**src/rtl/sub_array_pkg.sv**
```systemverilog
// sub_array_pkg: FSM state type, flat-index mapping helpers and the parameter check
// shared by the sub-array flatten and stream packer blocks.
`define SUB_ARRAY_PARAM_CHECK(R, C, S, B) \
    if (((((R) * (C)) % (B)) != 0) || ((S) > (R)) || ((S) < 1)) begin : g_param_err \
        $fatal(1, "sub_array: ROWS*COLS must be a multiple of BEAT_ELEMS and SUB_ROWS must be in 1..ROWS"); \
    end

package sub_array_pkg;

    typedef enum logic [0:0] {IDLE, STREAM} state_t;

    // Row of flat element k: leading SUB_ROWS rows first (column-major), then the rest.
    function automatic int flat_row(input int k, input int rows, input int cols, input int sub_rows);
        int rest;
        rest = rows - sub_rows;
        if (k < cols * sub_rows) return k % sub_rows;
        if (rest == 0) return 0;
        return sub_rows + (k - cols * sub_rows) % rest;
    endfunction

    function automatic int flat_col(input int k, input int rows, input int cols, input int sub_rows);
        int rest;
        rest = rows - sub_rows;
        if (k < cols * sub_rows) return k / sub_rows;
        if (rest == 0) return 0;
        return (k - cols * sub_rows) / rest;
    endfunction

endpackage

```
**src/rtl/sub_array_flatten.sv**
```systemverilog
// sub_array_flatten: combinational reorder of a ROWS x COLS array into the flat
// sub-array-order vector (element 0 at the LSBs).
module sub_array_flatten
    import sub_array_pkg::*;
#(
    parameter int BIT_WIDTH = 4,
    parameter int ROWS      = 8,
    parameter int COLS      = 8,
    parameter int SUB_ROWS  = 4
) (
    input  logic [BIT_WIDTH-1:0]           i_arr [ROWS-1:0][COLS-1:0],
    output logic [ROWS*COLS*BIT_WIDTH-1:0] o_flat
);

    for (genvar k = 0; k < ROWS * COLS; k++) begin : g_elem
        localparam int R = flat_row(k, ROWS, COLS, SUB_ROWS);
        localparam int C = flat_col(k, ROWS, COLS, SUB_ROWS);
        assign o_flat[k*BIT_WIDTH +: BIT_WIDTH] = i_arr[R][C];
    end

endmodule

```
**src/rtl/sub_array_stream_packer.sv**
```systemverilog
// sub_array_stream_packer: captures one array and streams it as BEAT_ELEMS-element beats
// in sub-array order. Define SUB_PACKER_OVERLAP_EN to capture the next array on the last beat.
module sub_array_stream_packer
    import sub_array_pkg::*;
#(
    parameter int BIT_WIDTH  = 4,
    parameter int ROWS       = 8,
    parameter int COLS       = 8,
    parameter int SUB_ROWS   = 4,
    parameter int BEAT_ELEMS = 4
) (
    input  logic                            clk,
    input  logic                            rst,
    input  logic                            in_valid,
    output logic                            in_ready,
    input  logic [BIT_WIDTH-1:0]            in [ROWS-1:0][COLS-1:0],
    output logic                            out_valid,
    input  logic                            out_ready,
    output logic [BEAT_ELEMS*BIT_WIDTH-1:0] out_data,
    output logic                            out_last
);

    localparam int NUM_BEATS = ROWS * COLS / BEAT_ELEMS;
    localparam int BEAT_W    = BEAT_ELEMS * BIT_WIDTH;
    localparam int FLAT_W    = ROWS * COLS * BIT_WIDTH;
    localparam int CNT_W     = (NUM_BEATS > 1) ? $clog2(NUM_BEATS) : 1;
    localparam logic [CNT_W-1:0] LAST_BEAT = CNT_W'(NUM_BEATS - 1);

    `SUB_ARRAY_PARAM_CHECK(ROWS, COLS, SUB_ROWS, BEAT_ELEMS)

    state_t             r_state, w_state_nxt;
    logic [CNT_W-1:0]   r_beat_cnt, w_cnt_nxt;
    logic [FLAT_W-1:0]  r_flat, w_flat;
    logic               w_cap, w_fire;

    sub_array_flatten #(
        .BIT_WIDTH(BIT_WIDTH),
        .ROWS     (ROWS),
        .COLS     (COLS),
        .SUB_ROWS (SUB_ROWS)
    ) u_flatten (
        .i_arr (in),
        .o_flat(w_flat)
    );

    assign out_valid = (r_state == STREAM);
    assign out_last  = out_valid && (r_beat_cnt == LAST_BEAT);
    assign out_data  = r_flat[r_beat_cnt * BEAT_W +: BEAT_W];
`ifdef SUB_PACKER_OVERLAP_EN
    assign in_ready  = (r_state == IDLE) || (out_ready && out_last);
`else
    assign in_ready  = (r_state == IDLE);
`endif
    assign w_cap     = in_valid && in_ready;
    assign w_fire    = out_valid && out_ready;

    // A capture always restarts at beat 0, including one overlapping the last beat.
    always_comb begin
        w_state_nxt = r_state;
        w_cnt_nxt   = r_beat_cnt;
        w_state_nxt = (w_cap || (w_fire && !out_last)) ? STREAM : (w_fire ? IDLE : r_state);
        w_cnt_nxt   = (w_cap || (w_fire && out_last)) ? '0 : (w_fire ? r_beat_cnt + 1'b1 : r_beat_cnt);
    end

    always_ff @(posedge clk or posedge rst) begin
        if (rst) begin
            r_state    <= IDLE;
            r_beat_cnt <= '0;
            r_flat     <= '0;
        end else begin
            r_state    <= w_state_nxt;
            r_beat_cnt <= w_cnt_nxt;
            if (w_cap) r_flat <= w_flat;
        end
    end

endmodule

```
**config.mk**
```make
export PLATFORM = sky130hd
export DESIGN_NAME = sub_array_stream_packer
export DESIGN_NICKNAME = d
export VERILOG_FILES = /design/src/rtl/sub_array_pkg.sv /design/src/rtl/sub_array_flatten.sv /design/src/rtl/sub_array_stream_packer.sv
export SDC_FILE = /design/constraint.sdc
export NUM_CORES = 1
export LEC_CHECK = 0
export ABC_AREA = 1
export CORE_MARGIN = 2
export CORE_UTILIZATION = 30
export DETAILED_ROUTE_END_ITERATION = 8
export PLACE_DENSITY = 0.49
export REMOVE_ABC_BUFFERS = 1
export SYNTH_ARGS = -nofsm -noshare
export SYNTH_HDL_FRONTEND = slang
export SYNTH_HIERARCHICAL = 1
export SYNTH_SLANG_ARGS = --single-unit
```
**constraint.sdc**
```tcl
create_clock -name clk -period 17.7 [get_ports clk]
set_clock_uncertainty 0.2 [all_clocks]
set_input_delay 5.31 -clock clk [delete_from_list [all_inputs] [get_ports clk]]
set_output_delay 5.31 -clock clk [all_outputs]
set_load 0.02 [all_outputs]
```
### Clock distribution, run 1

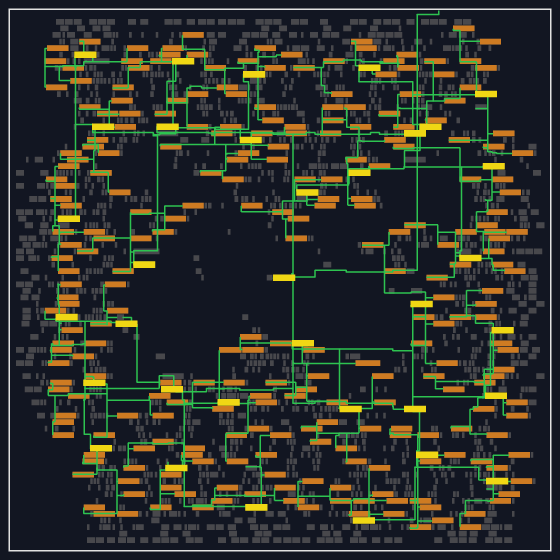
green -> clock wires  # length 4350 µm
yellow -> clock-net drivers  # count 34
orange -> flip-flops  # count 261
flops lie = widely spread
routed clock nets = 35

### PDN straps and rails, run 1

Pins as bars on the die edge. Tap cells in grey.
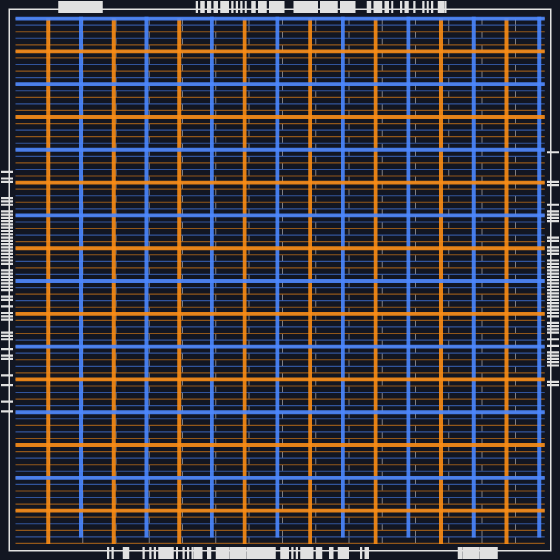
orange -> VSS
blue -> VDD
met5 straps = 16
met1 rails = 81
met4 straps = 16

### Cell placement, run 1

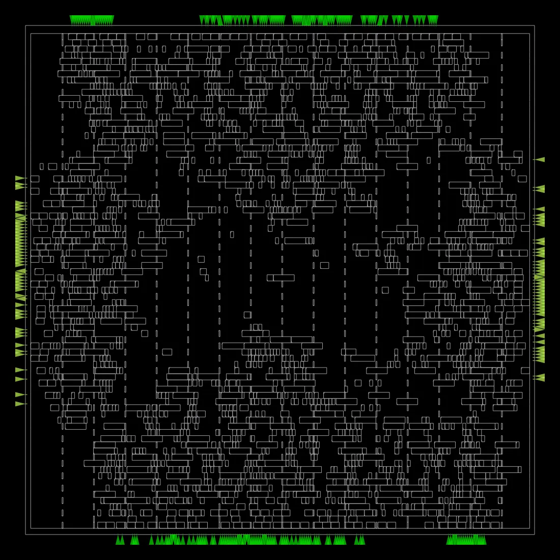
final standard cell utilization of the core: 35.3%
number of standard cells in the final layout excluding fillers: 2594
filler cell count: 5086
sequential cell count: 261
floorplan row count: 80

==> impl_metrics.toml, run 1 <==
# implementation run metrics
[run_status]
outcome = "finished clean"

[synthesis]
compound_area_share_pct = 5.73
synthArstFlopShare_pct = 100
ys_top_cells_by_count = "sky130_fd_sc_hd__nand2_1, sky130_fd_sc_hd__buf_4, sky130_fd_sc_hd__dfrtp_1"
number_of_unique_standard_cell_types_used_by_synthesis = 17
cells_yosys = 1984
ys_dominant_reg_cell = "sky130_fd_sc_hd__dfrtp_1"
largest_area_cell = "sky130_fd_sc_hd__dfrtp_1"
synthMostInstantiatedCell = "sky130_fd_sc_hd__nand2_1"
synth-seq-area-share_pct = 45.0
ys_sh_simple_pct = 28.0
ys_sh_adder_pct = 0.0863

[cells_and_area]
most_common_logic_cells_in_the_final_layout = "sky130_fd_sc_hd__nand2_1, sky130_fd_sc_hd__clkdlybuf4s50_1, sky130_fd_sc_hd__dfrtp_1, sky130_fd_sc_hd__o21ai_0, sky130_fd_sc_hd__inv_1"
final_layout_top_logic_cell = "sky130_fd_sc_hd__nand2_1"
seq-cell-share_pct = 38.8
layout-drive-gt1-share_pct = 3.80
clockNetworkAreaShare_pct = 6.92
dominant_cells = "flip-flops and latches"

[floorplanning]
chipHeight_um = 224
core_util_floorplan_pct = 30.4

[setup_path]
cp.required_ns = 12.19
critical_path.slowest_cell = "sky130_fd_sc_hd__dfrtp_4"
startpoint_types = "flop"
timing.critical_path.buf_inv = 3
worst_r2r_path_depth = 4
timing.critical_path.depth = 9

[grt]
vias_in_the_first_global_route = 11500
gr-usage-all-layers_pct = 16.9
grt_util_met3_pct = 2.78
grt_antenna_before_repair = 3

[place]
placed_cell_area_um2 = 15700
routabilityCongestion = 0.761

[clocking]
cts_inserted_buffers = 34
tritoncts_clock_tree = "built"
clock_tree.buffer_depth = 3
root_buffer = "sky130_fd_sc_hd__clkbuf_16"
cts.repair.resized = 0

[power]
pg_clk_mw = 0.720
p_sw_share_pct = 39.0
cellPowerDensity_nw_per_um2 = 170

[drt]
post_drt_wl_per_cell_um = 16.1
num_vias = 11300
met3_length_mm = 1.50

[final_timing]
hold_viol = 0
final.hold.worst_slack_ns = 0.269
finalClockPeriodUsage_pct = 53.7

[job]
openroad.warnings = 27
==> run 1: worst min-delay path by stage <==
stage                              to   startpoint  cells after the start
final                      r_flat[49]   r_flat[49]                      2
after global routing      r_flat[215]  r_flat[215]                      2
after CTS                  r_flat[49]   r_flat[49]                      2
after detailed placement  r_flat[220]  r_flat[220]                      2
after global placement     r_flat[83]   r_flat[83]                      2
after floorplan           r_flat[112]  r_flat[112]                      2
==> run 1: worst min-delay path, stage by stage, from the launching register on <==
cell	delay, ns
sky130_fd_sc_hd__dfrtp_1	0.34
sky130_fd_sc_hd__nand2_1	0.05
sky130_fd_sc_hd__nand2_1	0.05
==> run 1: flip-flops by register name, summed over array words and instances, names as in the netlist <==
signal and flops:
out_valid 1, r_beat_cnt 4, r_flat 256
### Placed cells, one colour a class, run 1

The bar under the picture is 50 µm long. Fill, decap, tap and diode cells in grey.
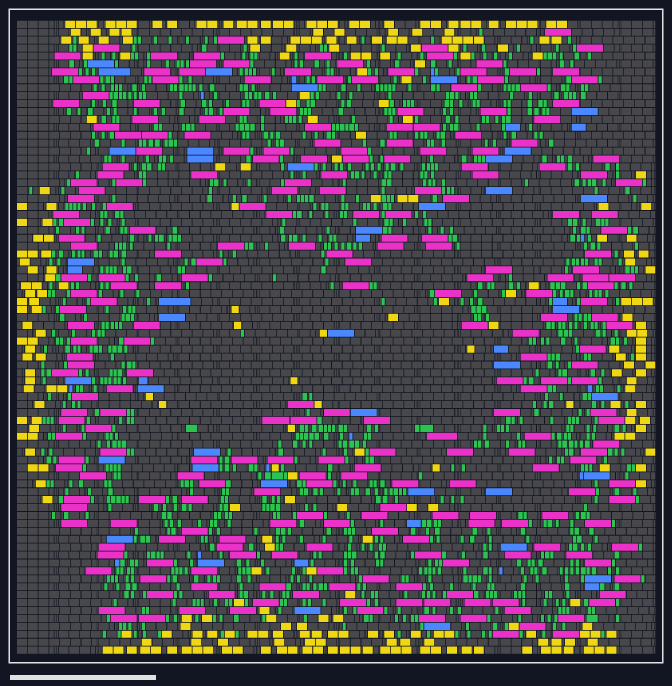

==> inputs of run 2 (changes only) <==
PLACE_DENSITY = 0.51   (was 0.49)
clock period = 8 ns   (was 17.7 ns; I/O delays follow)
### Placed cells, one colour a class, run 2

The bar under the picture is 50 µm long. Fill, decap, tap and diode cells in grey.
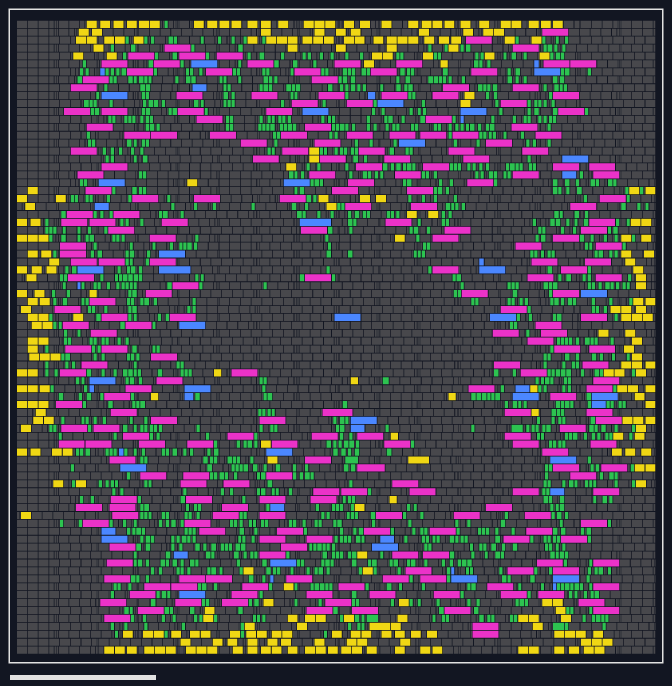
blue -> clock drivers and dummy loads  # cells 56, share of their area 6.6%
magenta -> registers  # cells 261, share of their area 41%
yellow -> remaining buffers and delay cells  # cells 290, share of their area 18%
green -> remaining logic cells  # cells 1363, share of their area 34%

==> run 2 against run 1 <==
Compared with the run above:
- clock-buffer cell count decreased by 8
- routed wire length decreased by 1.6%
- synthesized area unchanged
- largest cell class unchanged
- final cell count decreased by 0.35%
- critical path type unchanged
- clock power increased by 100%
- design area decreased by 0.65%
- flip-flop count unchanged
- global-route usage decreased by 0.38 points
- utilization decreased by 0.23 points
- via count about the same
- worst hold slack about the same
==> impl_metrics.toml, run 2 <==
# implementation run metrics
[clocking]
h-tree-depth = 1
root_buffer = "sky130_fd_sc_hd__clkbuf_16"
tritoncts_clock_tree = "built"
clock_tree.buffer_depth = 3
cts_inserted_buffers = 31
cts.repair.resized = 0
post-cts-setup-buffers = 0

[grt]
grt_overflow = 0
vias_in_the_first_global_route = 11500
globalRouteMet1Util_pct = 22.4
global_route.usage.met2_pct = 27.9
grt_antenna_before_repair = 0
grt_busiest_layer = "met2"
gr-usage-all-layers_pct = 16.5
grt_util_met3_pct = 2.54
grt_start_max_net_pins = 231

[synthesis]
post_synth_inst_count = 1984
postSynthRegisterBits = 261
synth-seq-area-share_pct = 45.0
syn_std_cell_area_um2 = 14500
yosys.area.top_type_share_pct = 45.0
synthMostInstantiatedCell = "sky130_fd_sc_hd__nand2_1"
synth-area-yosys_um2 = 14500
ys_top_cells_by_count = "sky130_fd_sc_hd__nand2_1, sky130_fd_sc_hd__buf_4, sky130_fd_sc_hd__dfrtp_1"
largest_area_cell = "sky130_fd_sc_hd__dfrtp_1"
cells_yosys = 1984
synthArstFlopShare_pct = 100
ys_dominant_reg_cell = "sky130_fd_sc_hd__dfrtp_1"
number_of_unique_standard_cell_types_used_by_synthesis = 17
avgSynthCellArea_um2 = 7.31

[setup_path]
startpoint_types = "flop"
cp_top_family = "buffers and inverters"
worst_r2r_path_depth = 5
cp.required_ns = 5.40
critical_path_end_type = "primary output"
timing.critical_path.depth = 8
cp_max_fo = 50
first_element_of_the_critical_path = "r_beat_cnt[0]"
slowest_delay_ns = 0.77
critical_path.slowest_cell = "sky130_fd_sc_hd__dfrtp_4"
timing.rr.end = "r_flat[168]"
path_cells = "clkinv_2 -> buf_4 -> nand2_1 -> nand3_1 -> nand3_1 -> nand2_1 -> nand2_1 -> clkdlybuf4s50_1"
timing.critical_path.buf_inv = 3

[drt]
routed_length_on_met1_mm = 18.9
met2_wirelength_from_detailed_routing_mm = 19.8
post_drt_wl_per_cell_um = 15.9
met3_length_mm = 1.74
drtAntennaViolNets = 0
drt_via_density = 4.38
num_vias = 11300

[final_timing]
worst_max_slew_margin_expressed_relative_to_the_limit_pct = 21.7
fin_crit_ns = 6.40
hold_viol = 0
final.setup.worst_slack_ns = 1.60
tightest_slew_ns = 1.17
finalClockPeriodUsage_pct = 80.0
unrepaired_setup_endpoints_after_global_routing = "no"
final.hold.worst_slack_ns = 0.268

[floorplanning]
core.rowCount = 80
pin_count = 279
chipHeight_um = 224
fp.dieW_um = 224
core_util_floorplan_pct = 30.4

[cells_and_area]
num_antenna_cells = 0
most_flop_heavy_register = "r_flat"
max_reg_flops = 256
layout-drive-gt1-share_pct = 3.71
fin_cells = 2585
finish.instance_area_um2 = 16800
final_layout_top_logic_cell = "sky130_fd_sc_hd__nand2_1"
postLayoutCoreUtil_pct = 35.1
most_common_logic_cells_in_the_final_layout = "sky130_fd_sc_hd__nand2_1, sky130_fd_sc_hd__clkdlybuf4s50_1, sky130_fd_sc_hd__dfrtp_1, sky130_fd_sc_hd__o21ai_0, sky130_fd_sc_hd__inv_1"

[place]
place.detailed.instances = 2529
post-dp-hpwl_mm = 26.1
placement.setup.worst_slack_ns = 2.11
routabilityCongestion = 0.769
placed_cell_area_um2 = 15700

[power]
cellPowerDensity_nw_per_um2 = 370
power.total_mw = 6.20
p_leak_nw = 8.05

[min_path]
hold_path.class = "flop to flop"
worstHoldEndpoint = "r_flat[56]"
hold_path_startpoint = "r_flat[56]"
hold_path_depth = 2

[run_status]
outcome = "finished clean"

[job]
openroad.warnings = 29
timing.max_cap.violations = 0
### Cell placement, run 2

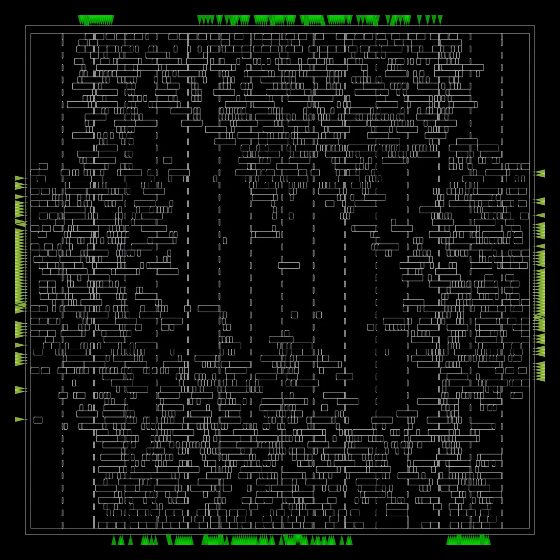
filler cell count: 4995
n_taps: 615

-- run 2: where the power goes --
group | switching, mW | total [mW] | internal (mW)
clock | 0.572 | 1.44 | 0.871
combinational | 1.58 | 2.50 | 0.921
sequential | 0.298 | 2.26 | 1.96
total | 2.45 | 6.20 | 3.75
-- run 2: cells by family after synthesis --
group	after synthesis	synth area share, %
AND-OR/OR-AND	166	5.73
adder cells (fa/ha/maj)	1	0.0863
buffers and inverters	514	21.1
flip-flops	261	45.0
AND/OR/NAND/NOR	1042	28.0
-- run 2: final cells by class --
type	instances	share of cell area (%)
timing repair buffer	290	17.3
inverter	154	3.52
sequential	261	39.0
clock inverter	9	0.605
multi-input combinational	1209	29.3
clock buffer	47	5.64
tap	615	4.59
Power and IR drop assume default switching activity.
